Fig. 1: clock nets
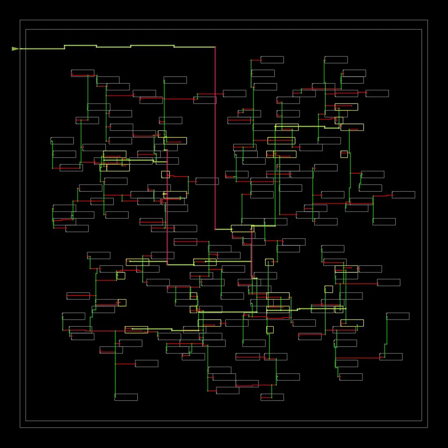
Fig. 2: cell density map
Drawn at 1.5 px/um. The die is cut into 16 by 16 equal tiles; black is low, pale yellow is high, 0 to 100% covered.
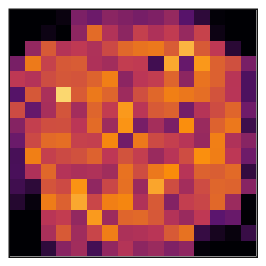
==> config.mk <==
export PLATFORM = sky130hd
export DESIGN_NAME = present_encryptor_top
export DESIGN_NICKNAME = d
export VERILOG_FILES = /design/src/rtl/present_encryptor_top.sv
export SDC_FILE = /design/constraint.sdc
export NUM_CORES = 1
export LEC_CHECK = 0
export ABC_CLOCK_PERIOD_IN_PS = 7000
export CORE_MARGIN = 2
export CORE_UTILIZATION = 40
export CTS_CLUSTER_SIZE = 25
export DETAILED_ROUTE_END_ITERATION = 10
export PLACE_DENSITY_LB_ADDON = 0.1
export SYNTH_ARGS = -nofsm -noshare
export SYNTH_HDL_FRONTEND = slang
export SYNTH_SLANG_ARGS = --single-unit
==> constraint.sdc <==
create_clock -name clk_i -period 7 [get_ports clk_i]
set_input_delay 0.7 -clock clk_i [delete_from_list [all_inputs] [get_ports clk_i]]
set_output_delay 0.7 -clock clk_i [all_outputs]
set_load 0.02 [all_outputs]
==> impl_metrics.csv <==
group,metric,value,unit
critical_path,cpPeakStageDelay,960,ps
critical_path,worstPathMaxFanout,107,
timing,setup_slack,3240,ps
pwr,powerSeq,1.19,mW
pwr,combPwrFrac,0.479,
pwr,power_frac_seq,0.296,
timing,fin_setup_tns,0,ps
outcome,outcome,"finished clean",
synth,ys_types,47,
timing,period_used_share,0.5371,
synth,yosys.area_share.aoi,0.1637,
detailed_routing,wl_per_cell,20.26,um
synth,syn-cell-area,0.01027,mm^2
hold_path,hold_depth,2,
clock_tree,clk_pin_slew,70,ps
detailed_routing,vias,8819,
layout,syn2layout_area_growth,20.94,%
critical_path,reg2reg_depth,5,
synth,synth_top_cell_by_area,"dfrtp_1",
timing,final-max-slew-violation-count,0,
pwr,power.share.clock,0.225,
clock_tree,postCtsSetupBuffers,0,
global_route,antenna_found_initial,1,
synth,syn-instance-count,1147,
placed_design,gp_congestion,0.8502,
critical_path,critical_path.top_delay_family,"simple AND/OR/NAND/NOR gates",
global_route,grt_pass1_vias,8381,
synth,synth_top_area_share,0.3629,
pwr,p_sw_frac,0.4199,
placed_design,hpwl,23960,um
synth,ys_sh_xor,0.1053,
timing,skew,13.73,ps
layout,diodes,0,
timing,final-hold-violation-count,0,
synth,adder_share,0.06698,
layout,drive_above_1_share,0.07710,
layout,stdcell_count,1601,
pwr,intPower,2.339,mW
layout,nNetsFinal,1397,
synth,yosys-stat-area,0.01027,mm^2
critical_path,critical_path_class,"input pin to register",
clock_tree,cts_tree,"built",
hold_path,hold_class,"register to register",
detailed_routing,viasPerCell,5.508,
critical_path,cp.required,7360,ps
synth,synthArstFlopShare,1.000,
synth,topCellsByArea,"dfrtp_1, ha_1, nand2_1, a31oi_1, nor2_1",
global_route,grt_start_max_net_pins,108,
About Fig. 1:
CTS sink count: 150
Flop Count: 150
clock buffers: 17
reported clock group power: 0.907 mW

About Fig. 2:
The mean over all tiles is 45%. 4.7% of the tiles are over 75% full. 9.8% of the tiles are nearly empty.
final core utilization: 0.4935
core area: 0.02518 mm^2
Starting Density: 0.4080

-- layer usage --
layer	part of all wire	up-vias	wire length, um
met4	0.015	0	471
met1	0.46	4360	14870
met3	0.058	22	1866
met2	0.47	241	15230
met5	0	-	0
li1	-	4196	-
-- kinds of logic (layout without fill, tap and decap cells) --
| family | count (synthesis) | count (layout) |
|---|---|---|
| AND/OR/NAND/NOR | 361 | 361 |
| AND-OR/OR-AND | 257 | 257 |
| flip-flops | 150 | 150 |
| buffers and inverters | 146 | 270 |
| XOR/XNOR | 103 | 103 |
| multiplexers | 75 | 75 |
| adder cells (fa/ha/maj) | 55 | 55 |
-- cell usage after synthesis, drive strengths merged, types with 4 or more instances --
cell     instances
a41oi           12
o211ai          41
clkbuf          27
nand2          179
xor2            58
buf             35
o2111ai         10
inv             84
a31oi          103
ha              55
o21a             4
dfrtp          149
nor2           145
or3             11
a21oi           26
nand3            8
a22oi           14
mux2            13
mux4            13
or2              7
mux2i           49
and2             5
xnor2           45
o21ai           41
-- cell usage in the layout (no fill, tap or decap), drive strengths merged, types with 11 or more instances in the layout --
master and n:
nand2 179, dfrtp 149, clkdlybuf4s50 147, nor2 145, a31oi 103, inv 89
xor2 58, ha 55, mux2i 49, xnor2 45, o211ai 41, o21ai 41
a21oi 26, clkbuf 17, a22oi 14, mux2 13, mux4 13, a41oi 12
or3 11
-- final cells by class --
| cell class | count | area, um^2 |
|---|---|---|
| clock buffer | 17 | 425.4 |
| multi-input combinational | 851 | 5844 |
| fill | 2438 | 12750 |
| sequential | 150 | 3755 |
| tap | 330 | 412.9 |
| timing repair buffer | 154 | 1524 |
| clock inverter | 15 | 145.1 |
| inverter | 84 | 320.3 |
No activity file was given, so power comes from the tool's default toggle rates.
